## src/rtl/frame_update_scheduler_pkg.sv

```systemverilog
// Shared game definitions: phase codes, plot-port owner codes and frame timing.
`default_nettype none

package frame_update_scheduler_pkg;

  typedef enum logic [2:0] {
    PH_IDLE        = 3'd0,
    PH_ERASE_BIRD  = 3'd1,
    PH_ERASE_PIPES = 3'd2,
    PH_MOVE        = 3'd3,
    PH_DRAW_PIPES  = 3'd4,
    PH_DRAW_BIRD   = 3'd5,
    PH_CHECK       = 3'd6
  } phase_t;

  localparam logic [1:0] OWN_NONE  = 2'd0;
  localparam logic [1:0] OWN_BIRD  = 2'd1;
  localparam logic [1:0] OWN_PIPES = 2'd2;

  // Clock cycles per frame at 50 MHz / 60 Hz, used by the frame divider.
  localparam int unsigned FRAME_PERIOD = 833_333;

  function automatic logic [1:0] owner_of(input phase_t ph);
    case (ph)
      PH_ERASE_BIRD, PH_DRAW_BIRD:   owner_of = OWN_BIRD;
      PH_ERASE_PIPES, PH_DRAW_PIPES: owner_of = OWN_PIPES;
      default:                       owner_of = OWN_NONE;
    endcase
  endfunction

  function automatic logic is_client_phase(input phase_t ph);
    is_client_phase = (ph == PH_ERASE_BIRD) || (ph == PH_ERASE_PIPES) ||
                      (ph == PH_MOVE) || (ph == PH_DRAW_PIPES) ||
                      (ph == PH_DRAW_BIRD);
  endfunction

endpackage

`default_nettype wire

```

## src/rtl/frame_update_scheduler_timeout.sv

```systemverilog
// Per-phase watchdog: cleared on load, counts up and flags when the limit is hit.
`default_nettype none

module phase_timeout_counter #(
  parameter int TIMEOUT_CYCLES = 65535,
  parameter int TO_W           = 17
) (
  input  logic clk,
  input  logic rst_n,
  input  logic load,
  output logic expired
);

  logic [TO_W-1:0] count;

  assign expired = (count == TO_W'(TIMEOUT_CYCLES));

  always_ff @(posedge clk or negedge rst_n) begin
    if (!rst_n) begin
      count <= '0;
    end else if (load) begin
      count <= '0;
    end else if (!expired) begin
      count <= count + 1'b1;
    end
  end

endmodule

`default_nettype wire

```

## src/rtl/frame_update_scheduler.sv

```systemverilog
// Per-frame phase sequencer: runs erase/move/draw/check handshakes on each frame tick
// and selects the owner of the shared VGA plot port.
`default_nettype none

module frame_update_scheduler
  import frame_update_scheduler_pkg::*;
#(
  parameter int TIMEOUT_CYCLES = 65535,
  parameter int TO_W           = 17
) (
  input  logic        frameClock,
  input  logic        resetLow,
  input  logic        frameTick,
  input  logic        gameRun,
  input  logic        restart,
  input  logic        phaseDone,
  input  logic        collision,
  output logic [2:0]  phase,
  output logic        phaseStart,
  output logic [1:0]  vgaOwner,
  output logic        busy,
  output logic        gameOver,
  output logic        errTimeout,
  output logic [7:0]  overrunCount,
  output logic [15:0] frameCount
);

  phase_t      state, state_next;
  logic        start_pulse, start_next;
  logic        pending, pending_next;
  logic        game_over, game_over_next;
  logic        err_to, err_next;
  logic [7:0]  overrun, overrun_next;
  logic [15:0] frame_cnt, frame_next;

  logic tick_ok;
  logic honoured;
  logic to_load;
  logic to_expired;

  phase_timeout_counter #(
    .TIMEOUT_CYCLES (TIMEOUT_CYCLES),
    .TO_W           (TO_W)
  ) u_timeout (
    .clk     (frameClock),
    .rst_n   (resetLow),
    .load    (to_load),
    .expired (to_expired)
  );

  assign tick_ok  = frameTick && gameRun && !game_over;
  // A done coincident with the start pulse belongs to the previous phase's client.
  assign honoured = phaseDone && !start_pulse;

  always_comb begin
    state_next     = state;
    pending_next   = pending;
    game_over_next = game_over;
    err_next       = err_to;
    overrun_next   = overrun;
    frame_next     = frame_cnt;

    if (restart) begin
      state_next     = PH_IDLE;
      pending_next   = 1'b0;
      game_over_next = 1'b0;
      err_next       = 1'b0;
      overrun_next   = '0;
    end else begin
      case (state)
        PH_IDLE: begin
          if (tick_ok) state_next = PH_ERASE_BIRD;
        end
        PH_ERASE_BIRD, PH_ERASE_PIPES, PH_MOVE, PH_DRAW_PIPES, PH_DRAW_BIRD: begin
          if (tick_ok) begin
            if (!pending) pending_next = 1'b1;
            else if (overrun != 8'hFF) overrun_next = overrun + 8'd1;
          end
          if (to_expired) err_next = 1'b1;
          // Client phase codes are contiguous, so the successor is code + 1.
          if (honoured || to_expired) state_next = phase_t'(state + 3'd1);
        end
        PH_CHECK: begin
          frame_next   = frame_cnt + 16'd1;
          pending_next = 1'b0;
          if (collision) game_over_next = 1'b1;
          if (tick_ok && pending && overrun != 8'hFF) overrun_next = overrun + 8'd1;
          if (((pending && gameRun) || tick_ok) && !collision) state_next = PH_ERASE_BIRD;
          else                                                 state_next = PH_IDLE;
        end
        default: state_next = PH_IDLE;
      endcase
    end
  end

  assign start_next = (state_next != state) && is_client_phase(state_next);
  assign to_load    = (state_next != state) || !is_client_phase(state);

  always_ff @(posedge frameClock or negedge resetLow) begin
    if (!resetLow) begin
      state       <= PH_IDLE;
      start_pulse <= 1'b0;
      pending     <= 1'b0;
      game_over   <= 1'b0;
      err_to      <= 1'b0;
      overrun     <= '0;
      frame_cnt   <= '0;
    end else begin
      state       <= state_next;
      start_pulse <= start_next;
      pending     <= pending_next;
      game_over   <= game_over_next;
      err_to      <= err_next;
      overrun     <= overrun_next;
      frame_cnt   <= frame_next;
    end
  end

  assign phase        = state;
  assign phaseStart   = start_pulse;
  assign vgaOwner     = owner_of(state);
  assign busy         = (state != PH_IDLE);
  assign gameOver     = game_over;
  assign errTimeout   = err_to;
  assign overrunCount = overrun;
  assign frameCount   = frame_cnt;

endmodule

`default_nettype wire

```

## config.mk

```make
export PLATFORM = sky130hd
export DESIGN_NAME = frame_update_scheduler
export DESIGN_NICKNAME = d
export VERILOG_FILES = /design/src/rtl/frame_update_scheduler_pkg.sv /design/src/rtl/frame_update_scheduler_timeout.sv /design/src/rtl/frame_update_scheduler.sv
export SDC_FILE = /design/constraint.sdc
export NUM_CORES = 1
export LEC_CHECK = 0
export ABC_CLOCK_PERIOD_IN_PS = 2800
export CORE_MARGIN = 4
export CORE_UTILIZATION = 50
export DETAILED_ROUTE_END_ITERATION = 10
export PLACE_DENSITY = 0.75
export SYNTH_ARGS = -nofsm -noshare
export SYNTH_HDL_FRONTEND = slang
export SYNTH_SLANG_ARGS = --single-unit
```

## constraint.sdc

```tcl
create_clock -name frameClock -period 2.8 [get_ports frameClock]
set_clock_uncertainty 0.15 [all_clocks]
set_input_delay 0.56 -clock frameClock [delete_from_list [all_inputs] [get_ports frameClock]]
set_output_delay 0.56 -clock frameClock [all_outputs]
set_load 0.01 [all_outputs]
```

Fig. 1: run 1, cell sizes after repair
The bar under the picture is 20 um long.
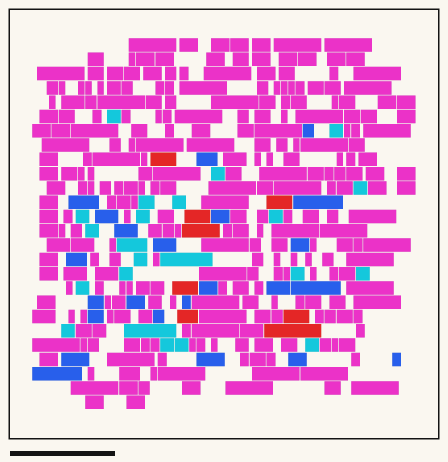
[red] drive 6 and up | cells: 8 | share: 2.5% | most used: clkbuf_8
[magenta] drive 1 or less | cells: 272 | share: 84% | most used: dfrtp_1
[cyan] drive 3 to 4 | cells: 22 | share: 6.8% | most used: buf_4
[blue] drive 2 | cells: 23 | share: 7.1% | most used: nor3_2

Fig. 2: run 1, metal 4
Supply wires on this layer in grey.
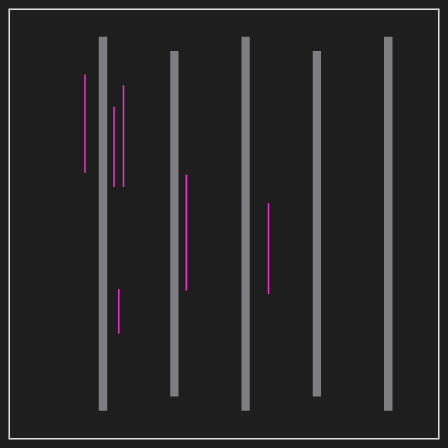
wire length on this layer: 99.3 um
longest straight run: 21.8 um

==> reports/metrics.csv, run 1 <==
metric,value,unit
worst skew pair latency,0.30,ns
Comb gates,198,
status,completed,
Post-Layout Cell Count,395,
Max Cap Viol,0,
"slowest stage cell, crit path",dfrtp_1,
post-route core utilization,0.664,
DRT met1 WL,2610,um
WS Path Type,reg2reg,
Non-clock buffers,59,
Worst R2R Start,u_timeout.count[3]$_DFFE_PN0P_,
Core Util at FP,0.522,
H-tree levels,2,
Worst R2R Path Depth,9,
r2r setup slk,0.13,ns
# IOs,40,
crit path DAT,2.69,ns
Signal buf overhead,0.161,
Avg Synthesized Cell Area,10.1,sq um
GRT Total Usage,0.188,
dominant kind of combinational cell,simple AND/OR/NAND/NOR gates,
tool warnings,30,
Yosys warnings,0,
Fig. 3: run 1, clock distribution
The bar under the picture is 20 um long.
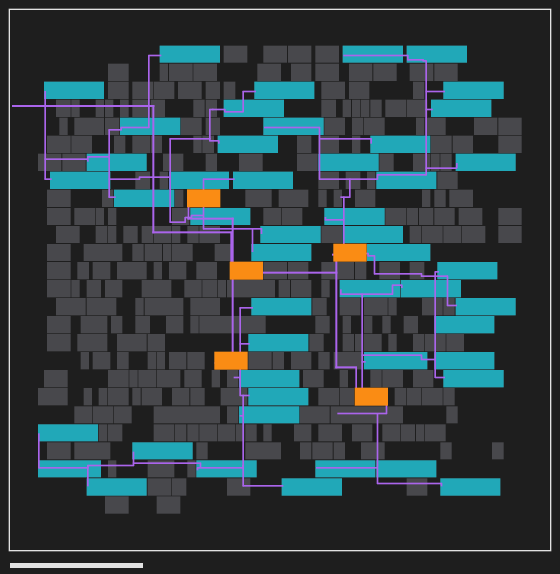
[orange] cells driving clock nets | count: 5
[purple] clock wires | length: 568 um
[cyan] flip-flops | count: 48
routed clock nets: 6
flops lie: all over the die

Fig. 4: run 1, clock wiring as the flow saved it
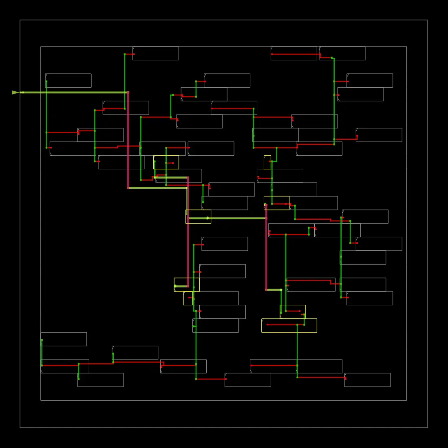
Num CTS Buffers: 5
count of clock buffers in the final design: 6
Clock Sinks: 48
seq_cells: 48

## run 1: stage by stage
step                      setup TNS (ns)  instance area, sq um  hold slack (ns)  worst slack, ns  power, W
final                                  0                  3430         0.000533            0.131   0.00176
after global routing             -0.0233                  3430           0.0288          -0.0233   0.00185
after CTS                              0                  3380           0.0119           0.0424   0.00177
after detailed placement           -1.05                  3260            0.321           -0.107   0.00126
after global placement           -0.0160                  3260            0.311          -0.0160   0.00125
after floorplan                        0                  2700            0.114            0.262   0.00108
## run 1: kinds of logic (layout without fill, tap and decap cells)
kind of cell / count (synthesis) / in the layout
XOR/XNOR: 35 / 35
AND-OR/OR-AND: 35 / 35
flip-flops: 48 / 48
AND/OR/NAND/NOR: 113 / 113
multiplexers: 5 / 5
buffers and inverters: 20 / 79
adder cells (fa/ha/maj): 10 / 10
## run 1: sequential cells by signal, indices dropped and copies added (netlist names)
register         count
u_timeout.count     17
frameCount          16
overrunCount         8
phase                3
errTimeout           1
gameOver             1
pending              1
phaseStart           1
## run 1: cell usage in the layout (no fill, tap or decap), types with 5 or more instances in the layout
cell type        instances
xnor2_1                 15
nor3_2                   5
nor3_1                  15
clkbuf_8                 5
nand4_1                 11
nand2_1                 20
xor2_1                  19
o21ai_0                  5
and4_1                   5
nor2_1                  18
nand3_1                 14
buf_4                   18
clkdlybuf4s50_1         38
a21oi_1                  7
ha_1                     8
o21a_1                   5
inv_1                   11
dfrtp_1                 45
## run 1: where the power goes
group | internal (W) | switching [W] | leakage, nW
clock | 0.000265 | 0.000229 | 0.0552
sequential | 0.000718 | 0.0000280 | 0.663
combinational | 0.000232 | 0.000293 | 0.754
total | 0.00121 | 0.000550 | 1.47
Fig. 5: run 1, sequential cells coloured by netlist name
Other sequential cells in the stronger grey, the rest of the logic in the fainter grey.
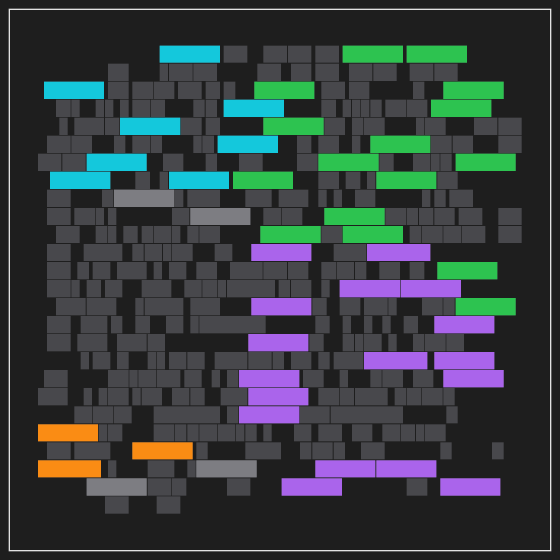

--- run 2 (diff from run 1) ---
ABC_CLOCK_PERIOD_IN_PS = 2400   (was 2800)
CORE_UTILIZATION = 49   (was 50)
PLACE_DENSITY = 0.76   (was 0.75)
clock period = 2.4 ns   (was 2.8 ns; I/O delays follow)
Fig. 6: run 2, sequential cells coloured by netlist name
Other sequential cells in the stronger grey, the rest of the logic in the fainter grey.
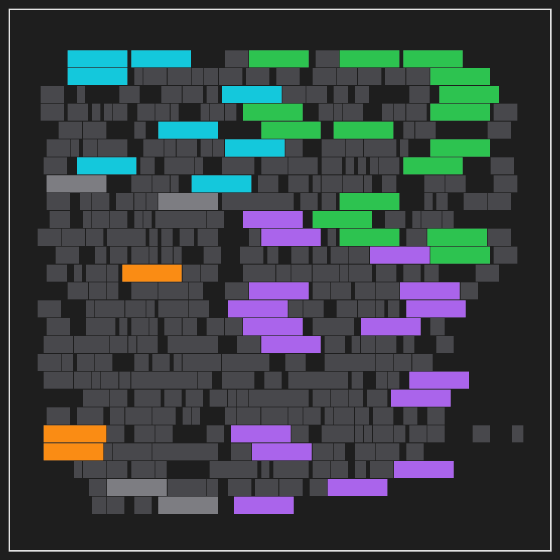
[green] frameCount | placed flops: 16
[purple] u_timeout.count | placed flops: 17
[cyan] overrunCount | placed flops: 8
[orange] phase | placed flops: 3
not coloured: 4

==> reports/metrics.csv, run 2 <==
metric,value,unit,change
Yosys warnings,0,,unchanged
status,"complete, but fails checks",,
failing checks,negative setup slack,,
Clock power frac,0.270,,-0.010
crit path DAT,2.53,ns,-0.16 ns
worst skew pair latency,0.30,ns,about the same
"slowest stage cell, crit path",dfrtp_1,,
Sw Pwr,0.000727,W,+32%
WS Path Type,reg2reg,,
Post-DP Area,3490,sq um,+7.1%
tool warnings,33,,+10%
Comb power frac,0.347,,+0.049
final setup fails,18,,
P_seq,0.000866,W,+16%
Setup TNS Final,-1.04,ns,-1.04 ns
Clock Sinks,48,,unchanged
Core Util at FP,0.515,,-0.00648
Num CTS Buffers,5,,unchanged
Max Cap Viol,0,,unchanged
Comb power,0.000783,W,+49%
# IOs,40,,unchanged
Top Consumer,sequential cells,,
Final Worst Setup Slack,-0.0884,ns,-0.219 ns
post-route core utilization,0.733,,+0.0696
Post-Layout Cell Count,428,,+8.4%
Worst Hold Margin,0.102,ns,+0.101 ns
-- run 2: netlist changes by cell type in the layout (fill, tap and decap cells not counted), sizes merged --
cell / delta
buf: +32
clkdlybuf4s50: -2
dlygate4sd2: +2
clkinv: -1
clkinvlp: +1
inv: +1
-- run 2: final timing paths --
kind / from / end / slack (ns) / depth (start not counted)
hold / removal: resetLow / u_timeout.count[3]$_DFFE_PN0P_ / 0.10 / 2
hold reg to reg: frameCount[15]$_DFFE_PN0P_ / frameCount[15]$_DFFE_PN0P_ / 0.34 / 1
setup / recovery: u_timeout.count[1]$_DFFE_PN0P_ / u_timeout.count[11]$_DFFE_PN0P_ / -0.09 / 11
setup reg to reg: u_timeout.count[1]$_DFFE_PN0P_ / u_timeout.count[11]$_DFFE_PN0P_ / -0.09 / 11
min in group frameClock: frameCount[15]$_DFFE_PN0P_ / frameCount[15]$_DFFE_PN0P_ / 0.34 / 1
max in group asynchronous: resetLow / phase[1]$_DFF_PN0_ / 1.56 / 2
-- run 2: area by class of cell --
cell class | count | area [sq um]
fillers | 368 | 1400
clock buffers | 5 | 68.8
repair buffers | 92 | 835
inverters | 12 | 46.3
well taps | 70 | 87.6
multi-input cells | 198 | 1550
flip-flops and latches | 48 | 1200
clock inverters | 3 | 46.3
-- run 2: metal layers --
metal,part of all wire,up-vias,wire length [um],GRT usage
met5,0,-,0,0
met4,0.026,0,169,0.0814
met3,0.042,18,273,0.0401
met2,0.50,72,3260,0.340
met1,0.43,1153,2850,0.247
li1,-,1133,-,-
-- run 2: cells by family (layout without fill, tap and decap cells) --
group,Yosys count,in the layout,synth area share
adders and majority gates,10,10,0.0464
muxes,5,5,0.0195
AOI/OAI and AO/OA,35,35,0.102
xor gates and xnor gates,35,35,0.116
and+or+nand+nor,113,113,0.234
buffers and inverters,20,112,0.0362
DFF,48,48,0.445
Power figures rest on the tool's default switching activity, not on a simulated workload.
